metal_stack.png
Two of the layers only.
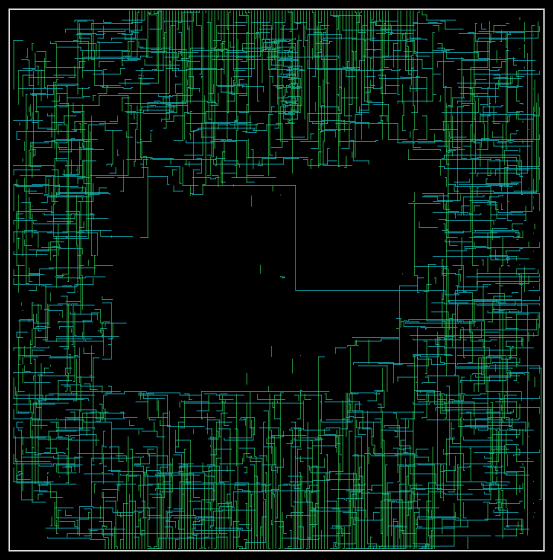
final_clocks.png
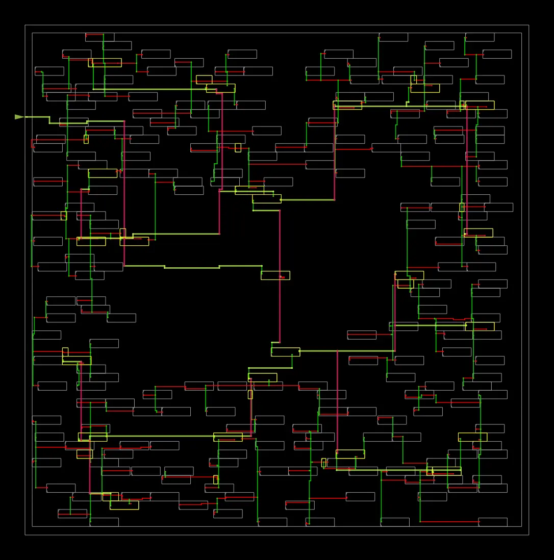
registers.png
Bar = 50 µm. Other sequential cells in the stronger gray, the rest of the logic in the fainter gray.
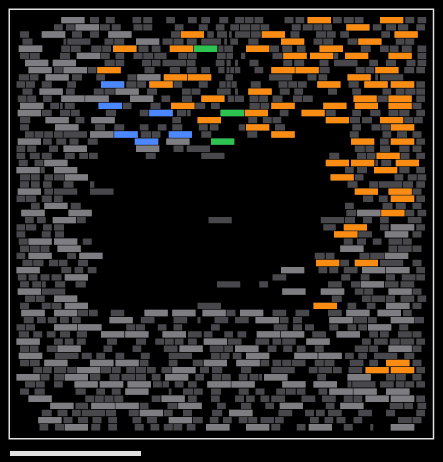
pins.png
Pins as bars across the die edge, other pins in gray.
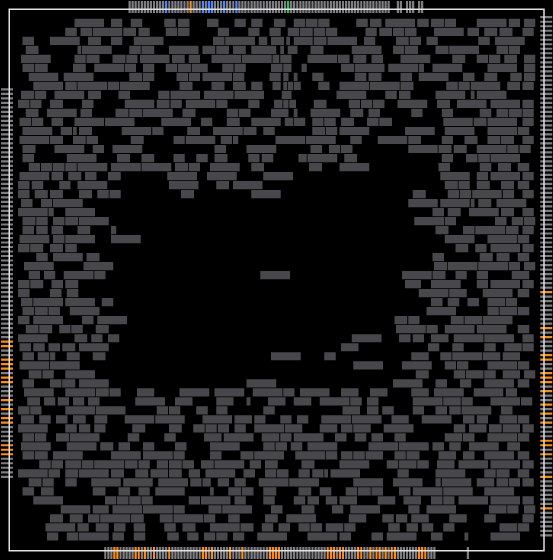
`src/rtl/mult_issue_ctrl_if.sv`:
```
// ----------------------------------------------------------------------------
// mult_issue_ctrl_if
// Bundles the signals of the multiply issue/complete controller:
//   issue_*   : valid/ready op transfer from the reservation station
//   flush     : pipeline squash
//   mul_*     : launch/done link to the iterative multiplier
//   cdb_*     : result broadcast request/grant with product and tag
//   timeout_err : sticky multiplier timeout flag
// Modports:
//   master : the controller (drives issue_ready, mul_*, cdb_req/data/tag)
//   slave  : the environment (RS, multiplier, CDB arbiter)
// ----------------------------------------------------------------------------
interface mult_issue_ctrl_if #(
    parameter int unsigned DATA_W = 64,
    parameter int unsigned TAG_W  = 6
);
    logic              issue_valid;
    logic              issue_ready;
    logic [DATA_W-1:0] issue_a;
    logic [DATA_W-1:0] issue_b;
    logic [TAG_W-1:0]  issue_tag;
    logic              flush;
    logic [DATA_W-1:0] mul_a;
    logic [DATA_W-1:0] mul_b;
    logic              mul_valid_in;
    logic [DATA_W-1:0] mul_out;
    logic              mul_valid_out;
    logic              cdb_req;
    logic              cdb_grant;
    logic [DATA_W-1:0] cdb_data;
    logic [TAG_W-1:0]  cdb_tag;
    logic              timeout_err;

    modport master (
        input  issue_valid, issue_a, issue_b, issue_tag, flush,
        input  mul_out, mul_valid_out, cdb_grant,
        output issue_ready, mul_a, mul_b, mul_valid_in,
        output cdb_req, cdb_data, cdb_tag, timeout_err
    );

    modport slave (
        output issue_valid, issue_a, issue_b, issue_tag, flush,
        output mul_out, mul_valid_out, cdb_grant,
        input  issue_ready, mul_a, mul_b, mul_valid_in,
        input  cdb_req, cdb_data, cdb_tag, timeout_err
    );
endinterface

```
`src/rtl/mult_issue_ctrl.sv`:
```
// ----------------------------------------------------------------------------
// mult_issue_ctrl
// Issue/complete controller sitting in front of a 64-bit iterative multiplier.
// Accepts one tagged op, launches the multiplier with a one-cycle pulse, waits
// for its done level, then holds product and tag on the CDB until granted.
// A flush squashes any held or in-flight op; an op already inside the
// multiplier is drained (product discarded) before new work is accepted.
//
// Ports:
//   clk  : rising-edge clock
//   rst  : asynchronous active-high reset
//   bus  : mult_issue_ctrl_if.master (issue, flush, multiplier, CDB, timeout)
//
// Optional feature macro: MULT_ISSUE_TIMEOUT_EN
//   defined   : WAIT/DRAIN abort after TIMEOUT_CYC cycles without done,
//               setting the sticky timeout_err and returning to IDLE.
//   undefined : no counter, timeout_err tied low, waits are unbounded.
// ----------------------------------------------------------------------------
module mult_issue_ctrl #(
    parameter int unsigned DATA_W      = 64,
    parameter int unsigned TAG_W       = 6,
    parameter int unsigned TIMEOUT_CYC = 8
) (
    input logic               clk,
    input logic               rst,
    mult_issue_ctrl_if.master bus
);

    typedef enum logic [2:0] {
        StIdle,
        StLaunch,
        StWait,
        StResult,
        StDrain
    } state_e;

    state_e state_q, state_d;

    logic [DATA_W-1:0] mul_a_q, mul_b_q, cdb_data_q;
    logic [TAG_W-1:0]  tag_q, cdb_tag_q;
    logic              accept;
    logic              timeout;

    // ------------------------------------------------------------------
    // Optional timeout counter
    // ------------------------------------------------------------------
`ifdef MULT_ISSUE_TIMEOUT_EN
    localparam int unsigned CntW  = (TIMEOUT_CYC > 1) ? $clog2(TIMEOUT_CYC) : 1;
    localparam logic [CntW-1:0] CntLast = CntW'(TIMEOUT_CYC - 1);

    logic [CntW-1:0] cnt_q, cnt_d;
    logic            timeout_err_q;
    logic            in_wait_drain;

    assign in_wait_drain = (state_q == StWait) || (state_q == StDrain);
    assign timeout       = in_wait_drain && !bus.mul_valid_out && (cnt_q == CntLast);

    // Cleared on any entry into WAIT/DRAIN (including WAIT->DRAIN); saturates
    // so a long flush in DRAIN cannot wrap past the limit.
    always_comb begin
        cnt_d = '0;
        if (((state_d == StWait) || (state_d == StDrain)) && (state_d == state_q)) begin
            cnt_d = (cnt_q == CntLast) ? cnt_q : cnt_q + 1'b1;
        end
    end

    always_ff @(posedge clk or posedge rst) begin
        if (rst) begin
            cnt_q         <= '0;
            timeout_err_q <= 1'b0;
        end else begin
            cnt_q         <= cnt_d;
            timeout_err_q <= timeout_err_q | timeout;
        end
    end

    assign bus.timeout_err = timeout_err_q;
`else
    logic unused_timeout_cfg;

    assign unused_timeout_cfg = ^TIMEOUT_CYC;
    assign timeout            = 1'b0;
    assign bus.timeout_err    = 1'b0;
`endif

    // ------------------------------------------------------------------
    // FSM: state register
    // ------------------------------------------------------------------
    always_ff @(posedge clk or posedge rst) begin
        if (rst) begin
            state_q <= StIdle;
        end else begin
            state_q <= state_d;
        end
    end

    // ------------------------------------------------------------------
    // FSM: next state (flush wins over every other event)
    // ------------------------------------------------------------------
    always_comb begin
        state_d = state_q;
        unique case (state_q)
            StIdle: begin
                if (accept) state_d = StLaunch;
            end
            StLaunch: begin
                state_d = bus.flush ? StDrain : StWait;
            end
            StWait: begin
                if (bus.flush)              state_d = StDrain;
                else if (bus.mul_valid_out) state_d = StResult;
                else if (timeout)           state_d = StIdle;
            end
            StResult: begin
                if (bus.flush)          state_d = StIdle;
                else if (bus.cdb_grant) state_d = accept ? StLaunch : StIdle;
            end
            StDrain: begin
                if (bus.flush)                         state_d = StDrain;
                else if (bus.mul_valid_out || timeout) state_d = StIdle;
            end
            default: state_d = StIdle;
        endcase
    end

    // ------------------------------------------------------------------
    // FSM: outputs
    // ------------------------------------------------------------------
    always_comb begin
        bus.issue_ready  = 1'b0;
        bus.mul_valid_in = 1'b0;
        bus.cdb_req      = 1'b0;
        if (!rst && !bus.flush) begin
            bus.issue_ready = (state_q == StIdle) || ((state_q == StResult) && bus.cdb_grant);
        end
        bus.mul_valid_in = (state_q == StLaunch);
        bus.cdb_req      = (state_q == StResult);
    end

    assign accept = bus.issue_valid && bus.issue_ready;

    // ------------------------------------------------------------------
    // Operand / result registers
    // ------------------------------------------------------------------
    always_ff @(posedge clk or posedge rst) begin
        if (rst) begin
            mul_a_q    <= '0;
            mul_b_q    <= '0;
            tag_q      <= '0;
            cdb_data_q <= '0;
            cdb_tag_q  <= '0;
        end else begin
            if (accept) begin
                mul_a_q <= bus.issue_a;
                mul_b_q <= bus.issue_b;
                tag_q   <= bus.issue_tag;
            end
            if ((state_q == StWait) && bus.mul_valid_out && !bus.flush) begin
                cdb_data_q <= bus.mul_out;
                cdb_tag_q  <= tag_q;
            end
        end
    end

    assign bus.mul_a    = mul_a_q;
    assign bus.mul_b    = mul_b_q;
    assign bus.cdb_data = cdb_data_q;
    assign bus.cdb_tag  = cdb_tag_q;

endmodule

```
`src/flat_wrapper.sv`:
```
// flat-port wrapper written by rule: the top's interface ports become plain ports
module mult_issue_ctrl_flat 
#(
    parameter int unsigned DATA_W      = 64,
    parameter int unsigned TAG_W       = 6,
    parameter int unsigned TIMEOUT_CYC = 8
)
  (clk, rst, bus_issue_valid, bus_issue_a, bus_issue_b, bus_issue_tag, bus_flush, bus_mul_out, bus_mul_valid_out, bus_cdb_grant, bus_issue_ready, bus_mul_a, bus_mul_b, bus_mul_valid_in, bus_cdb_req, bus_cdb_data, bus_cdb_tag, bus_timeout_err);
  mult_issue_ctrl_if #(.DATA_W(DATA_W), .TAG_W(TAG_W)) bus_i ();
  input logic clk;
  input logic rst;
  input wire logic [$bits(bus_i.issue_valid)-1:0] bus_issue_valid;
  input wire logic [$bits(bus_i.issue_a)-1:0] bus_issue_a;
  input wire logic [$bits(bus_i.issue_b)-1:0] bus_issue_b;
  input wire logic [$bits(bus_i.issue_tag)-1:0] bus_issue_tag;
  input wire logic [$bits(bus_i.flush)-1:0] bus_flush;
  input wire logic [$bits(bus_i.mul_out)-1:0] bus_mul_out;
  input wire logic [$bits(bus_i.mul_valid_out)-1:0] bus_mul_valid_out;
  input wire logic [$bits(bus_i.cdb_grant)-1:0] bus_cdb_grant;
  output wire logic [$bits(bus_i.issue_ready)-1:0] bus_issue_ready;
  output wire logic [$bits(bus_i.mul_a)-1:0] bus_mul_a;
  output wire logic [$bits(bus_i.mul_b)-1:0] bus_mul_b;
  output wire logic [$bits(bus_i.mul_valid_in)-1:0] bus_mul_valid_in;
  output wire logic [$bits(bus_i.cdb_req)-1:0] bus_cdb_req;
  output wire logic [$bits(bus_i.cdb_data)-1:0] bus_cdb_data;
  output wire logic [$bits(bus_i.cdb_tag)-1:0] bus_cdb_tag;
  output wire logic [$bits(bus_i.timeout_err)-1:0] bus_timeout_err;
  assign bus_i.issue_valid = bus_issue_valid;
  assign bus_i.issue_a = bus_issue_a;
  assign bus_i.issue_b = bus_issue_b;
  assign bus_i.issue_tag = bus_issue_tag;
  assign bus_i.flush = bus_flush;
  assign bus_i.mul_out = bus_mul_out;
  assign bus_i.mul_valid_out = bus_mul_valid_out;
  assign bus_i.cdb_grant = bus_cdb_grant;
  assign bus_issue_ready = bus_i.issue_ready;
  assign bus_mul_a = bus_i.mul_a;
  assign bus_mul_b = bus_i.mul_b;
  assign bus_mul_valid_in = bus_i.mul_valid_in;
  assign bus_cdb_req = bus_i.cdb_req;
  assign bus_cdb_data = bus_i.cdb_data;
  assign bus_cdb_tag = bus_i.cdb_tag;
  assign bus_timeout_err = bus_i.timeout_err;
  mult_issue_ctrl #(.DATA_W(DATA_W), .TAG_W(TAG_W), .TIMEOUT_CYC(TIMEOUT_CYC)) u_core (.clk(clk), .rst(rst), .bus(bus_i));
endmodule
```
`config.mk`:
```
export PLATFORM = sky130hd
export DESIGN_NAME = mult_issue_ctrl_flat
export DESIGN_NICKNAME = d
export VERILOG_FILES = /design/src/rtl/mult_issue_ctrl_if.sv /design/src/rtl/mult_issue_ctrl.sv /design/src/flat_wrapper.sv
export SDC_FILE = /design/constraint.sdc
export NUM_CORES = 1
export LEC_CHECK = 0
export CAP_MARGIN = 20
export CORE_AREA = 2 2 159 161
export CTS_CLUSTER_SIZE = 25
export DETAILED_ROUTE_END_ITERATION = 12
export DIE_AREA = 0 0 161 163
export GPL_TIMING_DRIVEN = 1
export PLACE_DENSITY = 0.68
export RECOVER_POWER = 25
export SKIP_LAST_GASP = 1
export SYNTH_ARGS = -nofsm -noshare
export SYNTH_HDL_FRONTEND = slang
export SYNTH_SLANG_ARGS = --single-unit
```
`constraint.sdc`:
```
create_clock -name clk -period 9 [get_ports clk]
set_input_delay 1.8 -clock clk [delete_from_list [all_inputs] [get_ports clk]]
set_output_delay 1.8 -clock clk [all_outputs]
set_load 0.005 [all_outputs]
```
==> results.ini <==
[outcome]
status=complete, but fails checks
failed_checks=max-capacitance violations, max-slew violations

[placement]
post-place-cells=1172
gp_congestion=0.729

[final_timing]
setup_tns_ns=0
finalClockSkew_ns=0.00673
drv_slew=136

[critical_path]
r2r_cells=4
critical_path.reg2reg.endpoint=u_core.bus.mul_a[52]$_DFFE_PP0P_
ff2ff_setup_slack_ns=4.49
setup.worst_path.start_class=input pin
timing.setup.critical_path_class=input pin to flop
critical_path_required_ns=9.37
startpoint_of_the_worst_slack_reg_to_reg_timing_path=u_core.state_q[1]$_DFFE_PP0P_

[yosys]
ys_seq_elements=207
syn_area_per_cell_um2=17.4
netlist.top_cell.by_instances=sky130_fd_sc_hd__dfrtp_1
postSynth.topFlopCell=sky130_fd_sc_hd__dfrtp_1

[clock_tree]
cts_tree=built
clk_pin_slew_worst_paths_ns=0.06

[power]
power_per_cell_area_mw_per_mm2=319
post_route_total_power_mw=4.15
worst_ir_drop_vdd_uv=177

[job]
timing.max_cap.violations=1

[die]
fp.dieArea_mm2=0.0262

-- metal_stack.png (at the start) --
Key: met1 = cyan [wire length 8230 µm]; met2 = green [wire length 10700 µm]
Total GRT Usage: 15.5%
DR vias: 5377
post-detailed-route wirelength per cell: 17.6 µm

-- final_clocks.png (at the start) --
number of clock buffer instances in the layout: 34
later-pin clock latency in the skew report: 0.50 ns
total clock buffers created by CTS: 23
sinks on the clock net: 207
Seq Cell Count: 207

-- registers.png (at the start) --
Key: `u_core.bus.cdb_data` = orange [flops 64]; `u_core.bus.cdb_tag` = blue [flops 6]; `u_core.state_q` = green [flops 3]
Another 134 sequential cells are not colored.
post-route core utilization: 52.7%
sequential cell area share: 39.8%
sequential cell power: 1.61 mW
area of all sequential standard cells: 0.00518 mm²

-- pins.png (at the start) --
Key: `bus_mul_valid_out` = green [pins 1, direction input, edge north]; `bus_issue_b` = orange [pins 64, direction input, edge 32 south, 17 east, 14 west, 1 north]; `bus_cdb_tag` = blue [pins 6, direction output, edge north]
All pins by edge: 116 east, 110 south, 93 north, 87 west.

final cells by class:
cell class	instances	area [µm²]	area share, %
tap	330	413	3.17
inverter	2	15.0	0.115
multi-input combinational	226	2650	20.4
timing repair buffer	407	4060	31.2
clock inverter	6	30.0	0.231
sequential	207	5180	39.8
clock buffer	34	657	5.05
worst max-delay path, cell delays in order:
cell                            delay (ns)
sky130_fd_sc_hd__dlygate4sd3_1        0.71
sky130_fd_sc_hd__nor3_4               0.09
sky130_fd_sc_hd__o211ai_4             0.09
sky130_fd_sc_hd__clkbuf_2             2.73
sky130_fd_sc_hd__mux2_2               0.51
cells by family (layout without fill, tap and decap cells):
family	count (synthesis)	count (layout)	share of synthesized area, %
DFF	207	207	64.7
muxes	204	204	31.0
buffers and inverters	26	449	2.10
and+or+nand+nor	14	14	1.22
AOI/OAI and AO/OA	7	7	0.876
other	1	1	0.0469
report_power, final:
part	internal, mW	total (mW)	switching [mW]
Clock	0.502	0.867	0.365
Sequential	1.38	1.61	0.228
Combinational	1.21	1.67	0.454
state kept, by name, summed over array words and instances (netlist names):
register,flops
u_core.state_q,3
u_core.bus.cdb_data,64
u_core.bus.mul_b,64
u_core.bus.mul_a,64
u_core.bus.cdb_tag,6
u_core.tag_q,6
per-layer routing:
layer / vias up / GRT usage, % / part of all wire, %
met4: 0 / 4.71 / 2.6
met1: 2655 / 18.6 / 39
li1: 2439 / - / -
met5: - / 0 / 0
met2: 246 / 26.7 / 50
met3: 37 / 4.99 / 8.9
per-stage QoR:
stage,instance area [µm²],hold WS (ns)
final,13000,0.495
after global routing,13000,0.509
after CTS,13000,0.503
after detailed placement,12300,0.490
after global placement,12300,0.479
after floorplan,8000,0.475
how the worst min path moves through the flow:
stage / start / end / slack [ns] / cells past startpoint
after floorplan: u_core.tag_q[0]$_DFFE_PP0P_ / u_core.bus.cdb_tag[0]$_DFFE_PP0P_ / 0.47 / 1
after global placement: u_core.tag_q[4]$_DFFE_PP0P_ / u_core.bus.cdb_tag[4]$_DFFE_PP0P_ / 0.48 / 1
after detailed placement: u_core.tag_q[4]$_DFFE_PP0P_ / u_core.bus.cdb_tag[4]$_DFFE_PP0P_ / 0.49 / 1
after CTS: u_core.tag_q[4]$_DFFE_PP0P_ / u_core.bus.cdb_tag[4]$_DFFE_PP0P_ / 0.50 / 1
after global routing: u_core.bus.mul_b[57]$_DFFE_PP0P_ / u_core.bus.mul_b[57]$_DFFE_PP0P_ / 0.51 / 1
final: u_core.tag_q[5]$_DFFE_PP0P_ / u_core.bus.cdb_tag[5]$_DFFE_PP0P_ / 0.50 / 1
cells in the final DEF (no fill, tap or decap), drive strengths merged:
| master | instances |
|---|---|
| inv | 2 |
| clkinv | 6 |
| a221oi | 1 |
| o21a | 2 |
| conb | 1 |
| dfrtp | 207 |
| o211ai | 1 |
| nor4 | 1 |
| clkbuf | 35 |
| nand2 | 2 |
| and3b | 1 |
| nor3 | 2 |
| o21bai | 1 |
| buf | 2 |
| a31oi | 1 |
| nand4b | 1 |
| dlygate4sd3 | 14 |
| nand3 | 1 |
| and3 | 1 |
| nor2 | 2 |
| mux2 | 204 |
| nand2b | 1 |
| clkdlybuf4s50 | 390 |
| nor3b | 2 |
| o21ai | 1 |
Power and IR drop assume default switching activity.
